I/O pins on the die edge:
Drawn at 1 px/µm. Pins as bars across the die edge, other pins in grey.
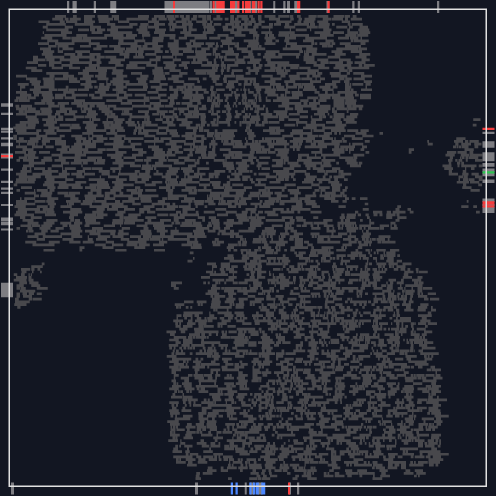
Wires at chosen ports, followed through buffers:
Drawn at 1 px/µm.
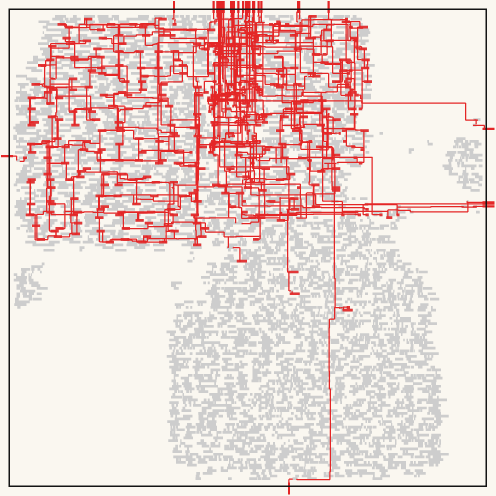
Signal wires on met2:
Drawn at 1 px/µm.
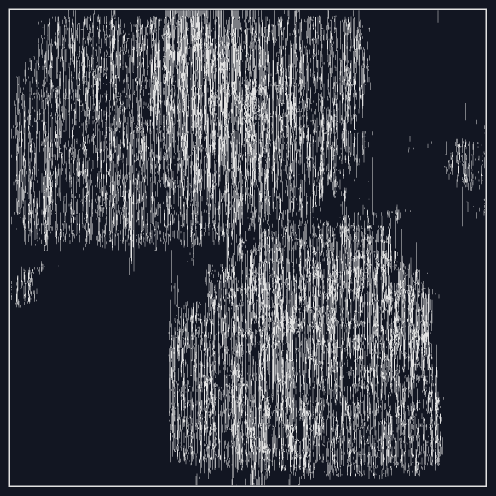
Wiring by layer:
Drawn at 1 px/µm. Two of the layers only.
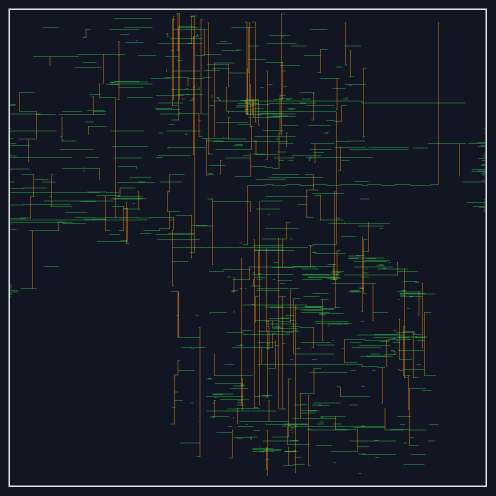
==> config.mk <==
export PLATFORM = sky130hd
export DESIGN_NAME = branch_predictor_gshare
export DESIGN_NICKNAME = d
export VERILOG_FILES = /design/src/rtl/branch_predictor_gshare.sv
export SDC_FILE = /design/constraint.sdc
export NUM_CORES = 2
export LEC_CHECK = 0
export CORE_MARGIN = 3
export CORE_UTILIZATION = 30
export CTS_BUF_LIST = sky130_fd_sc_hd__clkbuf_8
export CTS_CLUSTER_SIZE = 30
export DETAILED_ROUTE_END_ITERATION = 8
export PLACE_DENSITY_LB_ADDON = 0.25
export SLEW_MARGIN = 10
export SYNTH_ARGS = -nofsm -noshare
export SYNTH_HDL_FRONTEND = slang
export SYNTH_SLANG_ARGS = --single-unit
==> constraint.sdc <==
create_clock -name clk -period 4.6 [get_ports clk]
set_input_delay 0.69 -clock clk [delete_from_list [all_inputs] [get_ports clk]]
set_output_delay 0.69 -clock clk [all_outputs]
set_load 0.03 [all_outputs]
==> src/rtl/branch_predictor_gshare.sv <==
// Gshare/bimodal branch predictor: PHT of saturating counters, direct-mapped BTB
// and a non-speculative global history register, with saturating statistics.
module branch_predictor_gshare #(
  parameter int PC_WIDTH       = 32,
  parameter int INSTR_ALIGN    = 2,
  parameter int PHT_INDEX_BITS = 8,
  parameter int BHR_WIDTH      = 8,
  parameter int CTR_WIDTH      = 2,
  parameter int BTB_INDEX_BITS = 4,
  parameter int MODE           = 1,
  parameter int STAT_WIDTH     = 16
) (
  input  logic                  clk,
  input  logic                  reset_n,
  input  logic                  lookup_valid,
  input  logic [PC_WIDTH-1:0]   lookup_pc,
  output logic                  pred_taken,
  output logic [PC_WIDTH-1:0]   pred_target,
  output logic                  pred_btb_hit,
  output logic [BHR_WIDTH-1:0]  pred_bhr,
  input  logic                  upd_valid,
  input  logic [PC_WIDTH-1:0]   upd_pc,
  input  logic                  upd_taken,
  input  logic [PC_WIDTH-1:0]   upd_target,
  input  logic [BHR_WIDTH-1:0]  upd_bhr,
  input  logic                  upd_mispredict,
  output logic [STAT_WIDTH-1:0] stat_lookups,
  output logic [STAT_WIDTH-1:0] stat_mispredicts
);

  // Handshake: lookup_valid and upd_valid are valid-only qualifiers with no ready;
  // one lookup and one update are accepted every cycle, the update on the rising edge.

  localparam int PHT_DEPTH = 1 << PHT_INDEX_BITS;
  localparam int BTB_DEPTH = 1 << BTB_INDEX_BITS;
  localparam int TAG_WIDTH = PC_WIDTH - INSTR_ALIGN - BTB_INDEX_BITS;
  localparam logic [CTR_WIDTH-1:0] CTR_INIT = CTR_WIDTH'((1 << (CTR_WIDTH - 1)) - 1);
  localparam logic [PC_WIDTH-1:0]  PC_STEP  = PC_WIDTH'(1) << INSTR_ALIGN;

  logic [CTR_WIDTH-1:0] pht_q [PHT_DEPTH];
  logic [BTB_DEPTH-1:0] btb_valid_q;
  logic [TAG_WIDTH-1:0] btb_tag_q [BTB_DEPTH];
  logic [PC_WIDTH-1:0]  btb_target_q [BTB_DEPTH];
  logic [BHR_WIDTH-1:0] bhr_q;

  function automatic logic [PHT_INDEX_BITS-1:0] pht_index(
    input logic [PC_WIDTH-1:0]  pc,
    input logic [BHR_WIDTH-1:0] hist
  );
    logic [PHT_INDEX_BITS-1:0] hist_ext;
    hist_ext = '0;
    hist_ext[BHR_WIDTH-1:0] = hist;
    if (MODE == 0) return pc[INSTR_ALIGN +: PHT_INDEX_BITS];
    return pc[INSTR_ALIGN +: PHT_INDEX_BITS] ^ hist_ext;
  endfunction

  // Lookup side: purely combinational from current state, no bypass of same-cycle updates.
  logic [PHT_INDEX_BITS-1:0] lk_pht_idx;
  logic [BTB_INDEX_BITS-1:0] lk_btb_idx;
  logic [TAG_WIDTH-1:0]      lk_tag;
  logic [CTR_WIDTH-1:0]      lk_ctr;

  always_comb begin
    lk_pht_idx   = pht_index(lookup_pc, bhr_q);
    lk_btb_idx   = lookup_pc[INSTR_ALIGN +: BTB_INDEX_BITS];
    lk_tag       = lookup_pc[PC_WIDTH-1 -: TAG_WIDTH];
    lk_ctr       = pht_q[lk_pht_idx];
    pred_btb_hit = btb_valid_q[lk_btb_idx] && (btb_tag_q[lk_btb_idx] == lk_tag);
    pred_taken   = pred_btb_hit && lk_ctr[CTR_WIDTH-1];
    pred_target  = pred_taken ? btb_target_q[lk_btb_idx] : lookup_pc + PC_STEP;
    pred_bhr     = bhr_q;
  end

  // Update side indexes with the returned snapshot, not the live history.
  logic [PHT_INDEX_BITS-1:0] up_pht_idx;
  logic [BTB_INDEX_BITS-1:0] up_btb_idx;
  logic [TAG_WIDTH-1:0]      up_tag;
  logic [BHR_WIDTH:0]        bhr_shift;
  logic                      upd_pc_unused;

  always_comb begin
    up_pht_idx    = pht_index(upd_pc, upd_bhr);
    up_btb_idx    = upd_pc[INSTR_ALIGN +: BTB_INDEX_BITS];
    up_tag        = upd_pc[PC_WIDTH-1 -: TAG_WIDTH];
    bhr_shift     = {bhr_q, upd_taken};
    upd_pc_unused = &{1'b0, upd_pc[INSTR_ALIGN-1:0]};
  end

  always_ff @(posedge clk or negedge reset_n) begin
    if (!reset_n) begin
      for (int i = 0; i < PHT_DEPTH; i++) pht_q[i] <= CTR_INIT;
      btb_valid_q <= '0;
      bhr_q       <= '0;
    end else if (upd_valid) begin
      if (upd_taken) begin
        if (pht_q[up_pht_idx] != '1) pht_q[up_pht_idx] <= pht_q[up_pht_idx] + CTR_WIDTH'(1);
        btb_valid_q[up_btb_idx] <= 1'b1;
      end else if (pht_q[up_pht_idx] != '0) begin
        pht_q[up_pht_idx] <= pht_q[up_pht_idx] - CTR_WIDTH'(1);
      end
      bhr_q <= bhr_shift[BHR_WIDTH-1:0];
    end
  end

  // Tag/target payload needs no reset: the valid bits gate every use of it.
  always_ff @(posedge clk) begin
    if (upd_valid && upd_taken) begin
      btb_tag_q[up_btb_idx]    <= up_tag;
      btb_target_q[up_btb_idx] <= upd_target;
    end
  end

  always_ff @(posedge clk or negedge reset_n) begin
    if (!reset_n) begin
      stat_lookups     <= '0;
      stat_mispredicts <= '0;
    end else begin
      if (lookup_valid && (stat_lookups != '1))
        stat_lookups <= stat_lookups + STAT_WIDTH'(1);
      if (upd_valid && upd_mispredict && (stat_mispredicts != '1))
        stat_mispredicts <= stat_mispredicts + STAT_WIDTH'(1);
    end
  end

endmodule

==> results_dict.tcl <==
# yosys + openroad results
set metrics [dict create \
    cts_buffer_depth 4 \
    crit_path_max_incr_delay_ps 660 \
    finalSetupTns_ps -18880 \
    setup_violations 34 \
    ctsResizeCount 70 \
    post-place-ws_ps -1120 \
    period_minus_slack_ps 5240 \
    ys_warn_count 0 \
    core_um2 218000 \
    fin_ws_ps -635 \
    synthArstFlopShare_pct 38.0 \
    status "complete, but fails checks" \
    p_switching_mw 9.25 \
    ys_seq_share_pct 64.1 \
    cts_max_level 5 \
    comb_cells 2332 \
    routed-wl-met3_mm 11.3 \
    fmax_mhz 191 \
    cap_viol_max_count 0 \
    synth-adder-area-share_pct 0.0946 \
    antenna_found_initial 18 \
    xor_area_share_pct 1.52 \
    violations "negative setup slack" \
    topCellsByArea "edfxtp_1, mux4_2, dfrtp_1, dfstp_2, o31ai_1" \
    taps 2854 \
    syn_area_per_cell_um2 15.5 \
    die_area_um2 226000 \
    drt-met1-wl_mm 91.1 \
    buffer_area_share_pct 9.29 \
    gp_congestion 0.856 \
    dp_cells 7379 \
    p_seq_share_pct 46.9 \
    switching_share_pct 27.8 \
    rr_endpoint "pht_q[391]" \
    drt_iter0_markers 3992 \
    drive_gt1_share_pct 35.5 \
    top_cells_by_count "edfxtp_1, o21ai_0, o31ai_1, mux4_2, dfrtp_1" \
    diodes 13 \
    nFlopsAndLatches 1496 \
]
Notes on 'I/O pins on the die edge' above:
legend:
  red:
    port: lookup_pc
    pins: 32
    direction: input
    edge: 26 top, 4 right, 1 left, 1 bottom
  blue:
    port: upd_bhr
    pins: 8
    direction: input
    edge: bottom
  green:
    port: lookup_valid
    pins: 1
    direction: input
    edge: right
DIE HEIGHT: 476 µm
Die Wd: 476 µm
port bufs: 181

Notes on 'wires at chosen ports, followed through buffers' above:
legend:
  red:
    port: lookup_pc
    bits: 32
    direction: input
    end_cells: 467
    buffers: 134
    wire: 18100 µm
# IOs: 184

Notes on 'signal wires on met2' above:
main direction: vertical
share of all routed wire: 47%
wire length on this layer: 98.5 mm
WL final: 208 mm
Global Route met2 Usage: 28.7%
via count: 42200

Notes on 'wiring by layer' above:
legend:
  green:
    layer: met3
    wire_length: 11300 µm
  orange:
    layer: met4
    wire_length: 6960 µm
wire length per cell: 26.3 µm
gr usage total: 18.0%

